`src/rtl/pipeline_pkg.sv`:
```
// Shared encodings and control-bundle type for the ID/EX pipeline slice.
// Optional perf counters in id_ex_stage are enabled by defining ID_EX_PERF_EN.
package pipeline_pkg;

    localparam int unsigned DW_DEF = 32;
    localparam int unsigned RW_DEF = 5;
    localparam int unsigned AOPW   = 4;
    localparam int unsigned PERFW  = 32;

    typedef enum logic [1:0] {
        REGDST_RT   = 2'b00,
        REGDST_RD   = 2'b01,
        REGDST_RA   = 2'b10,
        REGDST_ZERO = 2'b11
    } regdst_e;

    typedef enum logic [1:0] {
        MTR_ALU = 2'b00,
        MTR_MEM = 2'b01,
        MTR_PC  = 2'b10
    } memtoreg_e;

    localparam logic [4:0] REG_RA = 5'd31;

    // Decoded control travelling with the instruction; cleared or loaded as one unit.
    typedef struct packed {
        logic            branch;
        logic            regwrite;
        logic            memread;
        logic            memwrite;
        logic            alusrc1;
        logic            alusrc2;
        logic [1:0]      memtoreg;
        logic [AOPW-1:0] aluop;
    } ctrl_t;

    localparam ctrl_t CTRL_NOP = '0;

    function automatic logic [4:0] resolve_dst(input logic [1:0] regdst,
                                               input logic [4:0] rt,
                                               input logic [4:0] rd);
        logic [4:0] dst;
        dst = 5'd0;
        case (regdst)
            REGDST_RT:   dst = rt;
            REGDST_RD:   dst = rd;
            REGDST_RA:   dst = REG_RA;
            REGDST_ZERO: dst = 5'd0;
            default:     dst = 5'd0;
        endcase
        return dst;
    endfunction

endpackage

```
`src/rtl/id_ex_stage_if.sv`:
```
// Decode-to-EX bus: ID-side instruction fields in, registered EX slot out.
// Perf counter signals exist only when ID_EX_PERF_EN is defined.
interface id_ex_stage_if #(
    parameter int unsigned DW = 32,
    parameter int unsigned RW = 5
);
    logic          id_valid;
    logic [DW-1:0] id_pc;
    logic [DW-1:0] id_rs_data;
    logic [DW-1:0] id_rt_data;
    logic [DW-1:0] id_imm;
    logic [4:0]    id_shamt;
    logic [5:0]    id_funct;
    logic [RW-1:0] id_rs;
    logic [RW-1:0] id_rt;
    logic [RW-1:0] id_rd;
    logic          id_uses_rs;
    logic          id_uses_rt;
    logic          id_branch;
    logic          id_regwrite;
    logic          id_memread;
    logic          id_memwrite;
    logic          id_alusrc1;
    logic          id_alusrc2;
    logic [1:0]    id_regdst;
    logic [1:0]    id_memtoreg;
    logic [3:0]    id_aluop;
    logic          flush;
    logic          hold;

    logic          load_use_stall;
    logic          ex_valid;
    logic [DW-1:0] ex_pc;
    logic [DW-1:0] ex_rs_data;
    logic [DW-1:0] ex_rt_data;
    logic [DW-1:0] ex_imm;
    logic [4:0]    ex_shamt;
    logic [5:0]    ex_funct;
    logic [RW-1:0] ex_rs;
    logic [RW-1:0] ex_rt;
    logic [RW-1:0] ex_dst;
    logic          ex_branch;
    logic          ex_regwrite;
    logic          ex_memread;
    logic          ex_memwrite;
    logic          ex_alusrc1;
    logic          ex_alusrc2;
    logic [1:0]    ex_memtoreg;
    logic [3:0]    ex_aluop;

`ifdef ID_EX_PERF_EN
    logic [31:0]   perf_bubbles;
    logic [31:0]   perf_flushes;

    modport master (
        output id_valid, id_pc, id_rs_data, id_rt_data, id_imm, id_shamt, id_funct,
               id_rs, id_rt, id_rd, id_uses_rs, id_uses_rt,
               id_branch, id_regwrite, id_memread, id_memwrite, id_alusrc1, id_alusrc2,
               id_regdst, id_memtoreg, id_aluop, flush, hold,
        input  load_use_stall, ex_valid, ex_pc, ex_rs_data, ex_rt_data, ex_imm, ex_shamt,
               ex_funct, ex_rs, ex_rt, ex_dst, ex_branch, ex_regwrite, ex_memread,
               ex_memwrite, ex_alusrc1, ex_alusrc2, ex_memtoreg, ex_aluop,
               perf_bubbles, perf_flushes
    );

    modport slave (
        input  id_valid, id_pc, id_rs_data, id_rt_data, id_imm, id_shamt, id_funct,
               id_rs, id_rt, id_rd, id_uses_rs, id_uses_rt,
               id_branch, id_regwrite, id_memread, id_memwrite, id_alusrc1, id_alusrc2,
               id_regdst, id_memtoreg, id_aluop, flush, hold,
        output load_use_stall, ex_valid, ex_pc, ex_rs_data, ex_rt_data, ex_imm, ex_shamt,
               ex_funct, ex_rs, ex_rt, ex_dst, ex_branch, ex_regwrite, ex_memread,
               ex_memwrite, ex_alusrc1, ex_alusrc2, ex_memtoreg, ex_aluop,
               perf_bubbles, perf_flushes
    );
`else
    modport master (
        output id_valid, id_pc, id_rs_data, id_rt_data, id_imm, id_shamt, id_funct,
               id_rs, id_rt, id_rd, id_uses_rs, id_uses_rt,
               id_branch, id_regwrite, id_memread, id_memwrite, id_alusrc1, id_alusrc2,
               id_regdst, id_memtoreg, id_aluop, flush, hold,
        input  load_use_stall, ex_valid, ex_pc, ex_rs_data, ex_rt_data, ex_imm, ex_shamt,
               ex_funct, ex_rs, ex_rt, ex_dst, ex_branch, ex_regwrite, ex_memread,
               ex_memwrite, ex_alusrc1, ex_alusrc2, ex_memtoreg, ex_aluop
    );

    modport slave (
        input  id_valid, id_pc, id_rs_data, id_rt_data, id_imm, id_shamt, id_funct,
               id_rs, id_rt, id_rd, id_uses_rs, id_uses_rt,
               id_branch, id_regwrite, id_memread, id_memwrite, id_alusrc1, id_alusrc2,
               id_regdst, id_memtoreg, id_aluop, flush, hold,
        output load_use_stall, ex_valid, ex_pc, ex_rs_data, ex_rt_data, ex_imm, ex_shamt,
               ex_funct, ex_rs, ex_rt, ex_dst, ex_branch, ex_regwrite, ex_memread,
               ex_memwrite, ex_alusrc1, ex_alusrc2, ex_memtoreg, ex_aluop
    );
`endif

endinterface

```
`src/rtl/load_use_detect.sv`:
```
// Combinational load-use hazard detection between the EX slot and the ID instruction.
module load_use_detect #(
    parameter int unsigned RW = 5
) (
    input  logic          ex_valid,
    input  logic          ex_memread,
    input  logic [RW-1:0] ex_dst,
    input  logic          id_valid,
    input  logic          id_uses_rs,
    input  logic          id_uses_rt,
    input  logic [RW-1:0] id_rs,
    input  logic [RW-1:0] id_rt,
    input  logic          flush,
    output logic          raw_hz_c,
    output logic          load_use_stall_c
);

    logic rs_match;
    logic rt_match;

    // A load writing $0 produces nothing to wait for.
    assign rs_match = id_uses_rs && (id_rs == ex_dst);
    assign rt_match = id_uses_rt && (id_rt == ex_dst);

    assign raw_hz_c = ex_valid && ex_memread && id_valid && (ex_dst != '0)
                      && (rs_match || rt_match);

    // A flushed ID instruction is being discarded, so there is nothing to freeze for.
    assign load_use_stall_c = raw_hz_c && !flush;

endmodule

```
`src/rtl/id_ex_stage.sv`:
```
// ID/EX pipeline register with load-use bubble insertion, flush and external hold.
// Define ID_EX_PERF_EN to add saturating bubble/flush counters.
module id_ex_stage
    import pipeline_pkg::*;
#(
    parameter int unsigned DW = DW_DEF,
    parameter int unsigned RW = RW_DEF
) (
    input  logic          clk,
    input  logic          reset_n,
    id_ex_stage_if.slave  bus
);

    typedef struct packed {
        logic          valid;
        logic [DW-1:0] pc;
        logic [DW-1:0] rs_data;
        logic [DW-1:0] rt_data;
        logic [DW-1:0] imm;
        logic [4:0]    shamt;
        logic [5:0]    funct;
        logic [RW-1:0] rs;
        logic [RW-1:0] rt;
        logic [RW-1:0] dst;
        ctrl_t         ctrl;
    } ex_slot_t;

    ex_slot_t slot_q;
    ex_slot_t slot_d;
    ctrl_t    id_ctrl;
    logic     raw_hz;
    logic     load_use_stall;
    logic     bubble;

    assign id_ctrl = '{
        branch:   bus.id_branch,
        regwrite: bus.id_regwrite,
        memread:  bus.id_memread,
        memwrite: bus.id_memwrite,
        alusrc1:  bus.id_alusrc1,
        alusrc2:  bus.id_alusrc2,
        memtoreg: bus.id_memtoreg,
        aluop:    bus.id_aluop
    };

    load_use_detect #(.RW(RW)) u_load_use_detect (
        .ex_valid         (slot_q.valid),
        .ex_memread       (slot_q.ctrl.memread),
        .ex_dst           (slot_q.dst),
        .id_valid         (bus.id_valid),
        .id_uses_rs       (bus.id_uses_rs),
        .id_uses_rt       (bus.id_uses_rt),
        .id_rs            (bus.id_rs),
        .id_rt            (bus.id_rt),
        .flush            (bus.flush),
        .raw_hz_c         (raw_hz),
        .load_use_stall_c (load_use_stall)
    );

    // Bubble only when neither flush nor hold takes precedence.
    assign bubble = !bus.flush && !bus.hold && raw_hz;

    // Next slot: flush > hold > load-use bubble > load.
    always_comb begin
        slot_d = slot_q;
        if (bus.flush || bubble) begin
            slot_d = '0;
        end else if (!bus.hold) begin
            slot_d.valid   = bus.id_valid;
            slot_d.pc      = bus.id_pc;
            slot_d.rs_data = bus.id_rs_data;
            slot_d.rt_data = bus.id_rt_data;
            slot_d.imm     = bus.id_imm;
            slot_d.shamt   = bus.id_shamt;
            slot_d.funct   = bus.id_funct;
            slot_d.rs      = bus.id_rs;
            slot_d.rt      = bus.id_rt;
            slot_d.dst     = RW'(resolve_dst(bus.id_regdst, 5'(bus.id_rt), 5'(bus.id_rd)));
            slot_d.ctrl    = bus.id_valid ? id_ctrl : CTRL_NOP;
        end
    end

    always_ff @(posedge clk or negedge reset_n) begin
        if (!reset_n) begin
            slot_q <= '0;
        end else begin
            slot_q <= slot_d;
        end
    end

    assign bus.load_use_stall = load_use_stall;
    assign bus.ex_valid       = slot_q.valid;
    assign bus.ex_pc          = slot_q.pc;
    assign bus.ex_rs_data     = slot_q.rs_data;
    assign bus.ex_rt_data     = slot_q.rt_data;
    assign bus.ex_imm         = slot_q.imm;
    assign bus.ex_shamt       = slot_q.shamt;
    assign bus.ex_funct       = slot_q.funct;
    assign bus.ex_rs          = slot_q.rs;
    assign bus.ex_rt          = slot_q.rt;
    assign bus.ex_dst         = slot_q.dst;
    assign bus.ex_branch      = slot_q.ctrl.branch;
    assign bus.ex_regwrite    = slot_q.ctrl.regwrite;
    assign bus.ex_memread     = slot_q.ctrl.memread;
    assign bus.ex_memwrite    = slot_q.ctrl.memwrite;
    assign bus.ex_alusrc1     = slot_q.ctrl.alusrc1;
    assign bus.ex_alusrc2     = slot_q.ctrl.alusrc2;
    assign bus.ex_memtoreg    = slot_q.ctrl.memtoreg;
    assign bus.ex_aluop       = slot_q.ctrl.aluop;

`ifdef ID_EX_PERF_EN
    localparam logic [PERFW-1:0] PERF_MAX = '1;

    logic [PERFW-1:0] perf_bubbles_q;
    logic [PERFW-1:0] perf_flushes_q;

    // Saturating event counters; a plain hold counts nothing.
    always_ff @(posedge clk or negedge reset_n) begin
        if (!reset_n) begin
            perf_bubbles_q <= '0;
            perf_flushes_q <= '0;
        end else begin
            if (bubble && (perf_bubbles_q != PERF_MAX)) begin
                perf_bubbles_q <= perf_bubbles_q + PERFW'(1);
            end
            if (bus.flush && (perf_flushes_q != PERF_MAX)) begin
                perf_flushes_q <= perf_flushes_q + PERFW'(1);
            end
        end
    end

    assign bus.perf_bubbles = perf_bubbles_q;
    assign bus.perf_flushes = perf_flushes_q;
`endif

endmodule

```
`src/flat_wrapper.sv`:
```
// flat-port wrapper written by rule: the top's interface ports become plain ports
module id_ex_stage_flat import pipeline_pkg::*;
#(
    parameter int unsigned DW = DW_DEF,
    parameter int unsigned RW = RW_DEF
)
  (clk, reset_n, bus_id_valid, bus_id_pc, bus_id_rs_data, bus_id_rt_data, bus_id_imm, bus_id_shamt, bus_id_funct, bus_id_rs, bus_id_rt, bus_id_rd, bus_id_uses_rs, bus_id_uses_rt, bus_id_branch, bus_id_regwrite, bus_id_memread, bus_id_memwrite, bus_id_alusrc1, bus_id_alusrc2, bus_id_regdst, bus_id_memtoreg, bus_id_aluop, bus_flush, bus_hold, bus_load_use_stall, bus_ex_valid, bus_ex_pc, bus_ex_rs_data, bus_ex_rt_data, bus_ex_imm, bus_ex_shamt, bus_ex_funct, bus_ex_rs, bus_ex_rt, bus_ex_dst, bus_ex_branch, bus_ex_regwrite, bus_ex_memread, bus_ex_memwrite, bus_ex_alusrc1, bus_ex_alusrc2, bus_ex_memtoreg, bus_ex_aluop);
  id_ex_stage_if #(.DW(DW), .RW(RW)) bus_i ();
  input  logic clk;
  input  logic reset_n;
  input wire logic [$bits(bus_i.id_valid)-1:0] bus_id_valid;
  input wire logic [$bits(bus_i.id_pc)-1:0] bus_id_pc;
  input wire logic [$bits(bus_i.id_rs_data)-1:0] bus_id_rs_data;
  input wire logic [$bits(bus_i.id_rt_data)-1:0] bus_id_rt_data;
  input wire logic [$bits(bus_i.id_imm)-1:0] bus_id_imm;
  input wire logic [$bits(bus_i.id_shamt)-1:0] bus_id_shamt;
  input wire logic [$bits(bus_i.id_funct)-1:0] bus_id_funct;
  input wire logic [$bits(bus_i.id_rs)-1:0] bus_id_rs;
  input wire logic [$bits(bus_i.id_rt)-1:0] bus_id_rt;
  input wire logic [$bits(bus_i.id_rd)-1:0] bus_id_rd;
  input wire logic [$bits(bus_i.id_uses_rs)-1:0] bus_id_uses_rs;
  input wire logic [$bits(bus_i.id_uses_rt)-1:0] bus_id_uses_rt;
  input wire logic [$bits(bus_i.id_branch)-1:0] bus_id_branch;
  input wire logic [$bits(bus_i.id_regwrite)-1:0] bus_id_regwrite;
  input wire logic [$bits(bus_i.id_memread)-1:0] bus_id_memread;
  input wire logic [$bits(bus_i.id_memwrite)-1:0] bus_id_memwrite;
  input wire logic [$bits(bus_i.id_alusrc1)-1:0] bus_id_alusrc1;
  input wire logic [$bits(bus_i.id_alusrc2)-1:0] bus_id_alusrc2;
  input wire logic [$bits(bus_i.id_regdst)-1:0] bus_id_regdst;
  input wire logic [$bits(bus_i.id_memtoreg)-1:0] bus_id_memtoreg;
  input wire logic [$bits(bus_i.id_aluop)-1:0] bus_id_aluop;
  input wire logic [$bits(bus_i.flush)-1:0] bus_flush;
  input wire logic [$bits(bus_i.hold)-1:0] bus_hold;
  output wire logic [$bits(bus_i.load_use_stall)-1:0] bus_load_use_stall;
  output wire logic [$bits(bus_i.ex_valid)-1:0] bus_ex_valid;
  output wire logic [$bits(bus_i.ex_pc)-1:0] bus_ex_pc;
  output wire logic [$bits(bus_i.ex_rs_data)-1:0] bus_ex_rs_data;
  output wire logic [$bits(bus_i.ex_rt_data)-1:0] bus_ex_rt_data;
  output wire logic [$bits(bus_i.ex_imm)-1:0] bus_ex_imm;
  output wire logic [$bits(bus_i.ex_shamt)-1:0] bus_ex_shamt;
  output wire logic [$bits(bus_i.ex_funct)-1:0] bus_ex_funct;
  output wire logic [$bits(bus_i.ex_rs)-1:0] bus_ex_rs;
  output wire logic [$bits(bus_i.ex_rt)-1:0] bus_ex_rt;
  output wire logic [$bits(bus_i.ex_dst)-1:0] bus_ex_dst;
  output wire logic [$bits(bus_i.ex_branch)-1:0] bus_ex_branch;
  output wire logic [$bits(bus_i.ex_regwrite)-1:0] bus_ex_regwrite;
  output wire logic [$bits(bus_i.ex_memread)-1:0] bus_ex_memread;
  output wire logic [$bits(bus_i.ex_memwrite)-1:0] bus_ex_memwrite;
  output wire logic [$bits(bus_i.ex_alusrc1)-1:0] bus_ex_alusrc1;
  output wire logic [$bits(bus_i.ex_alusrc2)-1:0] bus_ex_alusrc2;
  output wire logic [$bits(bus_i.ex_memtoreg)-1:0] bus_ex_memtoreg;
  output wire logic [$bits(bus_i.ex_aluop)-1:0] bus_ex_aluop;
  assign bus_i.id_valid = bus_id_valid;
  assign bus_i.id_pc = bus_id_pc;
  assign bus_i.id_rs_data = bus_id_rs_data;
  assign bus_i.id_rt_data = bus_id_rt_data;
  assign bus_i.id_imm = bus_id_imm;
  assign bus_i.id_shamt = bus_id_shamt;
  assign bus_i.id_funct = bus_id_funct;
  assign bus_i.id_rs = bus_id_rs;
  assign bus_i.id_rt = bus_id_rt;
  assign bus_i.id_rd = bus_id_rd;
  assign bus_i.id_uses_rs = bus_id_uses_rs;
  assign bus_i.id_uses_rt = bus_id_uses_rt;
  assign bus_i.id_branch = bus_id_branch;
  assign bus_i.id_regwrite = bus_id_regwrite;
  assign bus_i.id_memread = bus_id_memread;
  assign bus_i.id_memwrite = bus_id_memwrite;
  assign bus_i.id_alusrc1 = bus_id_alusrc1;
  assign bus_i.id_alusrc2 = bus_id_alusrc2;
  assign bus_i.id_regdst = bus_id_regdst;
  assign bus_i.id_memtoreg = bus_id_memtoreg;
  assign bus_i.id_aluop = bus_id_aluop;
  assign bus_i.flush = bus_flush;
  assign bus_i.hold = bus_hold;
  assign bus_load_use_stall = bus_i.load_use_stall;
  assign bus_ex_valid = bus_i.ex_valid;
  assign bus_ex_pc = bus_i.ex_pc;
  assign bus_ex_rs_data = bus_i.ex_rs_data;
  assign bus_ex_rt_data = bus_i.ex_rt_data;
  assign bus_ex_imm = bus_i.ex_imm;
  assign bus_ex_shamt = bus_i.ex_shamt;
  assign bus_ex_funct = bus_i.ex_funct;
  assign bus_ex_rs = bus_i.ex_rs;
  assign bus_ex_rt = bus_i.ex_rt;
  assign bus_ex_dst = bus_i.ex_dst;
  assign bus_ex_branch = bus_i.ex_branch;
  assign bus_ex_regwrite = bus_i.ex_regwrite;
  assign bus_ex_memread = bus_i.ex_memread;
  assign bus_ex_memwrite = bus_i.ex_memwrite;
  assign bus_ex_alusrc1 = bus_i.ex_alusrc1;
  assign bus_ex_alusrc2 = bus_i.ex_alusrc2;
  assign bus_ex_memtoreg = bus_i.ex_memtoreg;
  assign bus_ex_aluop = bus_i.ex_aluop;
  id_ex_stage #(.DW(DW), .RW(RW)) u_core (.clk(clk), .reset_n(reset_n), .bus(bus_i));
endmodule
```
`config.mk`:
```
export PLATFORM = sky130hd
export DESIGN_NAME = id_ex_stage_flat
export DESIGN_NICKNAME = d
export VERILOG_FILES = /design/src/rtl/pipeline_pkg.sv /design/src/rtl/id_ex_stage_if.sv /design/src/rtl/load_use_detect.sv /design/src/rtl/id_ex_stage.sv /design/src/flat_wrapper.sv
export SDC_FILE = /design/constraint.sdc
export NUM_CORES = 1
export LEC_CHECK = 0
export CORE_MARGIN = 3
export CORE_UTILIZATION = 36
export CTS_BUF_LIST = sky130_fd_sc_hd__clkbuf_4 sky130_fd_sc_hd__clkbuf_8
export CTS_CLUSTER_DIAMETER = 50
export DETAILED_ROUTE_END_ITERATION = 12
export PLACE_DENSITY = 0.77
export SYNTH_ARGS = -nofsm -noshare
export SYNTH_HDL_FRONTEND = slang
export SYNTH_HIERARCHICAL = 1
export SYNTH_SLANG_ARGS = --single-unit
```
`constraint.sdc`:
```
create_clock -name clk -period 2.1 [get_ports clk]
set_input_delay 0.42 -clock clk [delete_from_list [all_inputs] [get_ports clk]]
set_output_delay 0.42 -clock clk [all_outputs]
set_load 0.01 [all_outputs]
```
run_1/gates.png
(3 px per µm)
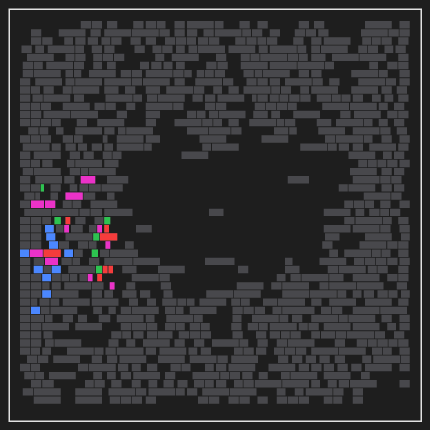
xor and xnor cells: in blue, cells 10, where west. aoi and oai cells: in red, cells 7, where west. nand cells: in green, cells 6, where west. nor cells: in magenta, cells 11, where west.
most common cell after layout, fill and taps aside: clkdlybuf4s50_1
multi-input combinational area share: 16.96%
fin cells: 1,002

run_1/ff_map.png
(3 px per µm) Other sequential cells in the stronger gray, the rest of the logic in the fainter gray.
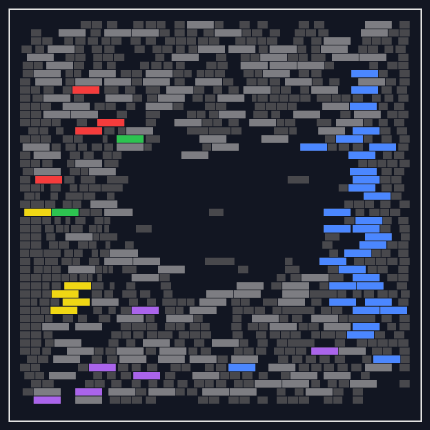
`u_core/bus.ex_rt_data`: in blue, flops 32. `u_core/bus.ex_rs`: in yellow, flops 5. `u_core/bus.ex_memtoreg`: in green, flops 2. `u_core/bus.ex_aluop`: in red, flops 4. `u_core/bus.ex_funct`: in purple, flops 6.
Another 118 sequential cells are not colored.

==> flow_summary.ini, run 1 <==
; flow metrics
[synth]
syn-cell-area_mm2 = 0.006162
netlist.top_cell.by_area = dfrtp_1
synth-area-yosys_mm2 = 0.006162
ys_seq_elements = 167
synth_seq_share_pct = 67.82
yosys_warnings = 6
syn_nets = 585
postSynthCellCount = 410
syn_avg_cell_area_um2 = 15.03
ys_cells = 410

[final_timing]
drv_slew = 0
slew_headroom_pct = 72.31
timing.fmax_ghz = 0.4380
grt_setup_unrepaired = true
period_needed_ns = 2.283
setup_viol = 143
setup_ws_ns = -0.1829
timing.final.crit_share_pct = 108.7
hold_slack_ns = 0.4427

[worst_setup_path]
cp-startpoint = u_core/bus.ex_dst[0]
worstSetupPathType = reg2out
required_ns = 1.68
path_max_fanout = 4
crit_path_start_kind = register
crit_end = bus_load_use_stall
crit_arrival_ns = 1.86
cp_slowest_cell = or4_4

[finish]
fillers = 1210
fin_nets = 947
finalInstanceArea_mm2 = 0.01048
most-common-layout-cells = 339 x clkdlybuf4s50_1, 166 x a22o_1, 164 x dfrtp_1
n_antenna_cell = 0

[cts]
cts_setup_buffers = 2
clk_pin_slew_worst_paths_ns = 0.09
htree_levels = 4
holdBufCountCts = 1
clock.latency.late_pin_ns = 0.44
clock_tree.root_cell = clkbuf_8
cts_tree = yes
cts_buffers = 17

[routing]
wire_per_inst_um = 20.10
routed_wirelength_mm = 20.14
drtPass1Iterations = 4
vias_per_cell = 5.195
drt_iter0_markers = 227
vias = 5205
drc = 0
antenna_left = 0

[outcome]
violations = setup timing
status = finished, violations left

[power]
clock_power_share_pct = 31.1
p_leak_nw = 4.628
power_mw = 7.014
power_frac_seq_pct = 50.0
irDropWorstVdd_v = 0.0003393
swShare_pct = 24.89
pwr-share-comb_pct = 18.9
p_switching_mw = 1.746
power_density_mw_per_mm2 = 669.1

[placement]
dpl.hpwl_mm = 14.06
gp_congestion = 0.7991

[global_routing]
antenna_found_initial = 0
use_met2_pct = 34.06
grt_overflow = 0
grt_use_total_pct = 20.40
grt.met3_usage_pct = 6.654
grt_max_degree = 93
grt_first_pass_wirelength_mm = 29.58
busiest_layer = met2

[floorplan]
io_pins = 343
row_count = 47
chip_area_mm2 = 0.01872
die_x_um = 136.8
initCoreUtil_pct = 37.03

[job]
drv_cap = 0

[min_path]
worstHoldPathType = in2async
run_1/m2.png
(2 px per µm) Cells faint in the background.
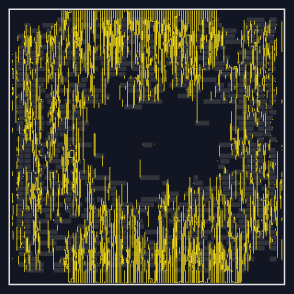
The layer holds 51% of the routed length. The longest straight run is 53.0 µm.

==> run 1: state kept, by name, summed over array words and instances, names as in the netlist, 2 cells and up <==
register	cells
u_core/bus.ex_imm	32
u_core/bus.ex_aluop	4
u_core/bus.ex_pc	32
u_core/bus.ex_rs	5
u_core/bus.ex_memtoreg	2
u_core/bus.ex_rs_data	32
u_core/bus.ex_shamt	5
u_core/bus.ex_rt	5
u_core/bus.ex_rt_data	32
u_core/bus.ex_dst	5
u_core/bus.ex_funct	6
==> run 1: metal layers <==
metal	part of all wire [%]	vias to the layer above	wire, µm
met5	0	-	0
met4	2.0	0	393
met3	7.5	28	1510
met2	51	243	10180
met1	40	2629	8054
li1	-	2305	-
==> run 1: cell type report <==
| cell class | instances | area [µm²] | area share (%) |
|---|---|---|---|
| clock buffer | 22 | 296.5 | 2.829 |
| clock inverter | 7 | 71.32 | 0.6804 |
| multi-input combinational | 205 | 1778 | 16.96 |
| sequential | 167 | 4183 | 39.90 |
| tap | 220 | 275.3 | 2.626 |
| timing repair buffer | 381 | 3879 | 37.00 |
==> run 1: worst max-delay path, delay by kind of cell (launching register included) <==
| kind | cells | cell delay, ns |
|---|---|---|
| AND-OR/OR-AND | 1 | 0.20 |
| buffers and inverters | 1 | 0.14 |
| flip-flops | 1 | 0.45 |
| AND/OR/NAND/NOR | 2 | 0.63 |
==> run 1: power by group through the flow <==
stage / Sequential, mW / Combinational [mW] / Clock [mW]
floorplan: 3.64 / 0.313 / 0
global placement: 3.56 / 1.25 / 0
detailed placement: 3.56 / 1.28 / 0
CTS: 3.50 / 1.30 / 2.24
global route: 3.53 / 1.41 / 2.39
finish: 3.50 / 1.33 / 2.18
==> run 1: Yosys cell counts, drive strengths merged <==
library cell / n
xnor2: 2
a22o: 166
o21ai: 1
and2: 2
or4: 1
xor2: 8
nor2b: 1
nor4: 3
a32oi: 1
clkbuf: 2
a21oi: 5
dfrtp: 167
a21o: 1
buf: 37
nand2: 1
nor3: 7
nand2b: 5
==> run 1: cell families (layout without fill, tap and decap cells) <==
group / Yosys count / after routing / share of synthesized area [%]
compound gates: 174 / 174 / 24.35
flops: 167 / 167 / 67.82
buf+inv: 39 / 410 / 4.264
simple gates: 20 / 21 / 2.152
xor+xnor: 10 / 10 / 1.421
==> run 1: stage by stage <==
stage                     setup slack, ns  setup TNS [ns]  cells  util [%]
final                             -0.1829          -7.518   1002     62.99
after global routing              -0.2771          -28.47   1002     62.99
after detailed placement          -0.6413          -93.38    964     59.61
after floorplan                   0.03709               0    410         -
after CTS                         -0.2163          -17.45    996     62.18
after global placement            -0.6402          -83.95    964     59.61
==> run 1: worst min path at each step <==
stage	slack [ns]	startpoint	to	cells past startpoint
2_1_floorplan	0.12	reset_n	u_core/bus.ex_aluop[0]	0
3_3_place_gp	0.36	reset_n	u_core/bus.ex_shamt[0]	1
3_5_place_dp	0.36	reset_n	u_core/bus.ex_shamt[0]	1
4_1_cts	0.43	reset_n	u_core/bus.ex_shamt[0]	2
5_1_grt	0.44	reset_n	u_core/bus.ex_shamt[0]	2
6_report	0.44	reset_n	u_core/bus.ex_funct[4]	2
--- run 2 (diff from run 1) ---
CTS_CLUSTER_DIAMETER = 80   (was 50)
MAX_ROUTING_LAYER = met4   (was not set)
run_2/congestion_map.png
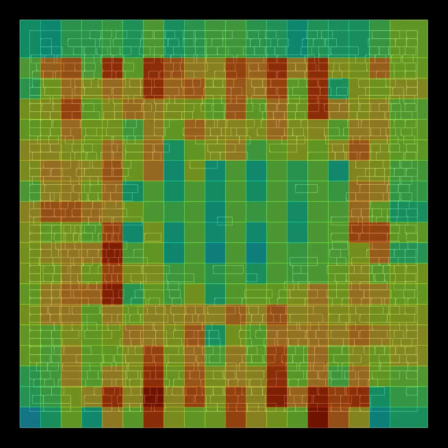
final core occ: 62.99%
busiest grt layer: met2
DR WL/cell: 20.08 µm
met3 Use GR: 6.029%

run_2/m2.png
(2 px per µm) Cells faint in the background.
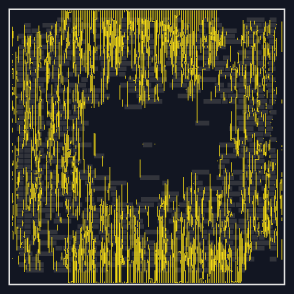
The layer carries 10,200 µm of wire. The longest straight run is 53.9 µm. 882 nets have wire on it. The layer holds 51% of the routed length.

==> flow_summary.ini, run 2 <==
; flow metrics
[final_timing]
setup_ws_ns = -0.1779
drv_slew = 0
timing.final.crit_share_pct = 108.5
setup_viol = 144

[worst_setup_path]
crit_path_start_kind = register
crit_end = bus_load_use_stall
worstSetupPathType = reg2out
cp_slowest_cell = or4_4
required_ns = 1.68
cp-startpoint = u_core/bus.ex_dst[0]

[synth]
netlist.top_cell.by_area = dfrtp_1
edf_count = 0
postSynthCellCount = 410
syn_nets = 585
synth_seq_share_pct = 67.82
top_cells_by_count = 167 x dfrtp_1, 166 x a22o_1, 18 x buf_2, 11 x buf_4, 8 x xor2_1
ys_seq_elements = 167
postSynth.asyncResetShare_pct = 100.0

[floorplan]
die_x_um = 136.8
row_count = 47
chip_area_mm2 = 0.01872
initCoreUtil_pct = 37.03
io_pins = 343

[global_routing]
grt_max_degree = 93
grt_use_total_pct = 20.97
grt_overflow = 0
antenna_found_initial = 0
grt_first_pass_wirelength_mm = 29.50

[routing]
vias_per_cell = 5.202
drtPass1Iterations = 4
drc = 0
routed_wirelength_mm = 20.12

[placement]
dpl.hpwl_mm = 14.06
gp_congestion = 0.8106
dp.cells = 964

[cts]
cts_buffers = 17
clk_pin_slew_worst_paths_ns = 0.09
clock_tree.root_cell = clkbuf_8
htree_levels = 4
clock.latency.late_pin_ns = 0.44
cts_tree = yes

[min_path]
worstHoldPathType = in2async

[job]
drv_cap = 0

[outcome]
status = finished, violations left
violations = setup timing

[finish]
fin_cells = 1002
layout_top_cell = clkdlybuf4s50_1
most-common-layout-cells = 339 x clkdlybuf4s50_1, 166 x a22o_1, 164 x dfrtp_1
finalInstanceArea_mm2 = 0.01048
fin_nets = 947
n_antenna_cell = 0

[power]
power_density_mw_per_mm2 = 669.1
irDropWorstVdd_v = 0.0003375
run 2: cell counts after synthesis:
Identical to the previous run, type by type.
run 2: per-layer routing:
| layer | vias to the layer above | wire length (µm) | GRT usage [%] | share of wire (%) |
|---|---|---|---|---|
| met5 | - | 0 | - | 0 |
| met3 | 27 | 1427 | 6.029 | 7.1 |
| met1 | 2631 | 8091 | 25.66 | 40 |
| li1 | 2301 | - | - | - |
| met2 | 253 | 10240 | 34.01 | 51 |
| met4 | 0 | 363 | 6.319 | 1.8 |
run 2: worst min path at each step:
stage                             end
3_3_place_gp   u_core/bus.ex_shamt[0]
4_1_cts        u_core/bus.ex_shamt[0]
2_1_floorplan  u_core/bus.ex_aluop[0]
5_1_grt        u_core/bus.ex_shamt[0]
6_report       u_core/bus.ex_shamt[0]
3_5_place_dp   u_core/bus.ex_shamt[0]
run 2: cell families after synthesis:
logic type | Yosys count | synth area share [%]
AOI/OAI and AO/OA | 174 | 24.35
xor gates and xnor gates | 10 | 1.421
buffers and inverters | 39 | 4.264
DFF | 167 | 67.82
and+or+nand+nor | 20 | 2.152
run 2: final cells by class:
type / instances / area, µm²
fill: 1214 / 6160
timing repair buffer: 381 / 3879
tap: 220 / 275.3
sequential: 167 / 4183
multi-input combinational: 205 / 1778
clock buffer: 22 / 296.5
clock inverter: 7 / 71.32
run 2: power breakdown:
group	internal [mW]	switching, mW
clock	1.06	1.13
combinational	0.820	0.505
sequential	3.39	0.114
run 2: worst max-delay path: cells and delay by family (launching register included):
family | cells | cell delay (ns)
AND-OR/OR-AND | 1 | 0.20
buffers and inverters | 1 | 0.14
flip-flops | 1 | 0.45
AND/OR/NAND/NOR | 2 | 0.63
run 2: what timing repair did:
| item | 4_1_cts | 5_1_grt |
|---|---|---|
| cloned | 0 | 5 |
| gates resized | 16 | 10 |
| buffers inserted | 2 | 2 |
| endpoints found under the hold margin | 38 | 0 |
| pin swaps | 4 | 2 |
| setup endpoints to repair | 166 | 169 |
| hold buffers | 1 | 0 |
run 2: metrics by stage:
step	setup TNS, ns	hold WS [ns]	util [%]	total power, mW	setup slack, ns
after global routing	-28.29	0.4399	62.99	7.323	-0.2772
after global placement	-83.95	0.3559	59.61	4.807	-0.6402
after detailed placement	-93.38	0.3638	59.61	4.836	-0.6413
final	-6.956	0.4411	62.99	7.014	-0.1779
after floorplan	0	0.1244	-	3.948	0.03709
after CTS	-17.45	0.4268	62.18	7.050	-0.2163
--- run 3 (diff from run 2) ---
CAP_MARGIN = 15   (was not set)
GPL_TIMING_DRIVEN = 1   (was not set)
run_3/ff_map.png
(3 px per µm) Other sequential cells in the stronger gray, the rest of the logic in the fainter gray.
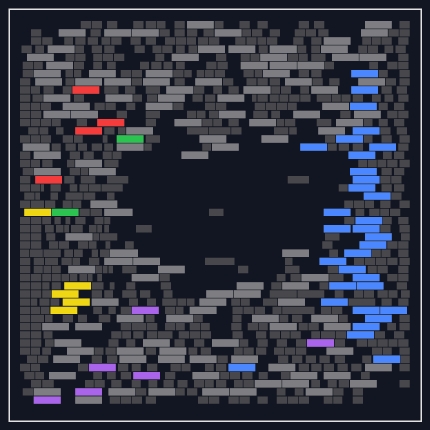
`u_core/bus.ex_rs`: in yellow, flops 5. `u_core/bus.ex_rt_data`: in blue, flops 32. `u_core/bus.ex_funct`: in purple, flops 6. `u_core/bus.ex_aluop`: in red, flops 4. `u_core/bus.ex_memtoreg`: in green, flops 2.
FF+latch area: 0.004183 mm²
Seq. pwr: 3.50 mW

run_3/congestion_map.png
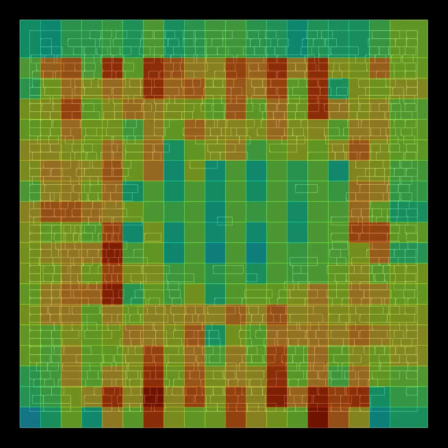
Total GRT Usage: 20.97%
GR Layer Usage met1: 25.66%
met2 Track Usage GR: 34.01%

==> flow_summary.ini, run 3 <==
; flow metrics
[cts]
htree_levels = 4
cts_tree = yes
clock.latency.late_pin_ns = 0.44
cts_buffers = 17
clock_tree.root_cell = clkbuf_8
clk_pin_slew_worst_paths_ns = 0.09

[finish]
most-common-layout-cells = 339 x clkdlybuf4s50_1, 166 x a22o_1, 164 x dfrtp_1
fin_nets = 947
n_antenna_cell = 0
utilization_pct = 62.99
layout_top_cell = clkdlybuf4s50_1

[floorplan]
initCoreUtil_pct = 37.03
die_x_um = 136.8
chip_area_mm2 = 0.01872
io_pins = 343

[final_timing]
setup_viol = 144
slew_headroom_pct = 72.56
setup_ws_ns = -0.1779
period_needed_ns = 2.278
timing.fmax_ghz = 0.4390
timing.final.crit_share_pct = 108.5
grt_setup_unrepaired = true
setup-tns-final_ns = -6.956

[worst_setup_path]
path_delay_family = simple AND/OR/NAND/NOR gates
crit_arrival_ns = 1.86
path_max_fanout = 4
crit_buf_inv = 1
worstSetupPathType = reg2out
crit_path_start_kind = register
cp_slowest_cell = or4_4
required_ns = 1.68

[global_routing]
antenna_found_initial = 0
grt_overflow = 0
grt_max_degree = 93
grt_first_pass_wirelength_mm = 29.50

[synth]
flop_cell = dfrtp_1
netlist.top_cell.by_area = dfrtp_1
syn_nets = 585
top_cells_by_count = 167 x dfrtp_1, 166 x a22o_1, 18 x buf_2, 11 x buf_4, 8 x xor2_1
postSynth.asyncResetShare_pct = 100.0
top_cell = dfrtp_1
ys_cells = 410
ys_seq_elements = 167
synth_seq_share_pct = 67.82
syn-cell-area_mm2 = 0.006162
postSynthCellCount = 410

[placement]
pre_cts_slack_ns = -0.6413
gp_congestion = 0.8106

[routing]
routed_wirelength_mm = 20.12
antenna_left = 0
drc = 0
drt_iter0_markers = 215
drtPass1Iterations = 4
vias_per_cell = 5.202
vias = 5212
wire_per_inst_um = 20.08

[power]
clock_power_share_pct = 31.1
internal_power_mw = 5.268
irDropWorstVdd_v = 0.0003375
pwr-share-comb_pct = 18.9
power_frac_seq_pct = 50.0
p_switching_mw = 1.746
p_leak_nw = 4.628
power_density_mw_per_mm2 = 669.1
swShare_pct = 24.89

[min_path]
worstHoldPathType = in2async

[outcome]
status = finished, violations left
violations = setup timing

[job]
drv_cap = 0
run 3: cell counts in the layout (fill, tap and decap cells not counted):
Identical to the previous run, type by type.
run 3: worst register-to-register path, cell delays in order (launching register included):
cell and delay [ns]:
dfrtp_2 0.43, xor2_1 0.18, nor4_2 0.30, a32oi_2 0.17, nor3_2 0.28, nor3_4 0.09, buf_6 0.13, buf_8 0.13
clkbuf_16 0.16, a22o_1 0.23
run 3: worst paths after layout:
kind,depth (start not counted),to,slack (ns),from
worst max-delay path,4,bus_load_use_stall,-0.18,u_core/bus.ex_dst[0]
max in group asynchronous,3,u_core/bus.ex_imm[13],1.00,reset_n
worst max register to register,9,u_core/bus.ex_imm[11],-0.12,u_core/bus.ex_dst[1]
worst min register to register,1,u_core/bus.ex_rt[0],0.50,u_core/bus.ex_rt[0]
min in group clk,1,u_core/bus.ex_rt[0],0.50,u_core/bus.ex_rt[0]
worst min-delay path,2,u_core/bus.ex_shamt[0],0.44,reset_n
run 3: per-layer routing:
metal	vias to the layer above	share of wire, %	global-route usage (%)
met4	0	1.8	6.319
li1	2301	-	-
met2	253	51	34.01
met5	-	0	-
met3	27	7.1	6.029
met1	2631	40	25.66
run 3: area by class of cell:
type | count | area, µm²
clock buffers | 22 | 296.5
well taps | 220 | 275.3
fillers | 1214 | 6160
multi-input cells | 205 | 1778
clock inverters | 7 | 71.32
flip-flops and latches | 167 | 4183
repair buffers | 381 | 3879
run 3: cell families after synthesis:
family                 count (synthesis)  share of synthesized area, %
AND-OR/OR-AND                        174                         24.35
buffers and inverters                 39                         4.264
AND/OR/NAND/NOR                       20                         2.152
flip-flops                           167                         67.82
XOR/XNOR                              10                         1.421
run 3: power groups by stage:
stage	Clock, mW	Sequential (mW)	Combinational, mW
2_1_floorplan	0	3.64	0.313
3_3_place_gp	0	3.56	1.25
3_5_place_dp	0	3.56	1.28
4_1_cts	2.24	3.50	1.30
5_1_grt	2.39	3.53	1.41
6_report	2.18	3.50	1.33
run 3: per-stage QoR:
stage          hold WS (ns)  std cells  total power, mW  instance area (µm²)
2_1_floorplan        0.1244        410            3.948                 6162
3_3_place_gp         0.3559        964            4.807                 9921
3_5_place_dp         0.3638        964            4.836                 9921
4_1_cts              0.4268        996            7.050                10350
5_1_grt              0.4399       1002            7.323                10480
6_report             0.4411       1002            7.014                10480
run 3: what timing repair did:
item	4_1_cts	5_1_grt
gates cloned	0	5
pin swaps	4	2
setup buffers	2	2
endpoints found under the setup margin	166	169
hold buffers	1	0
gates resized	16	10
hold endpoints to repair	38	0
Power and IR drop assume default switching activity.
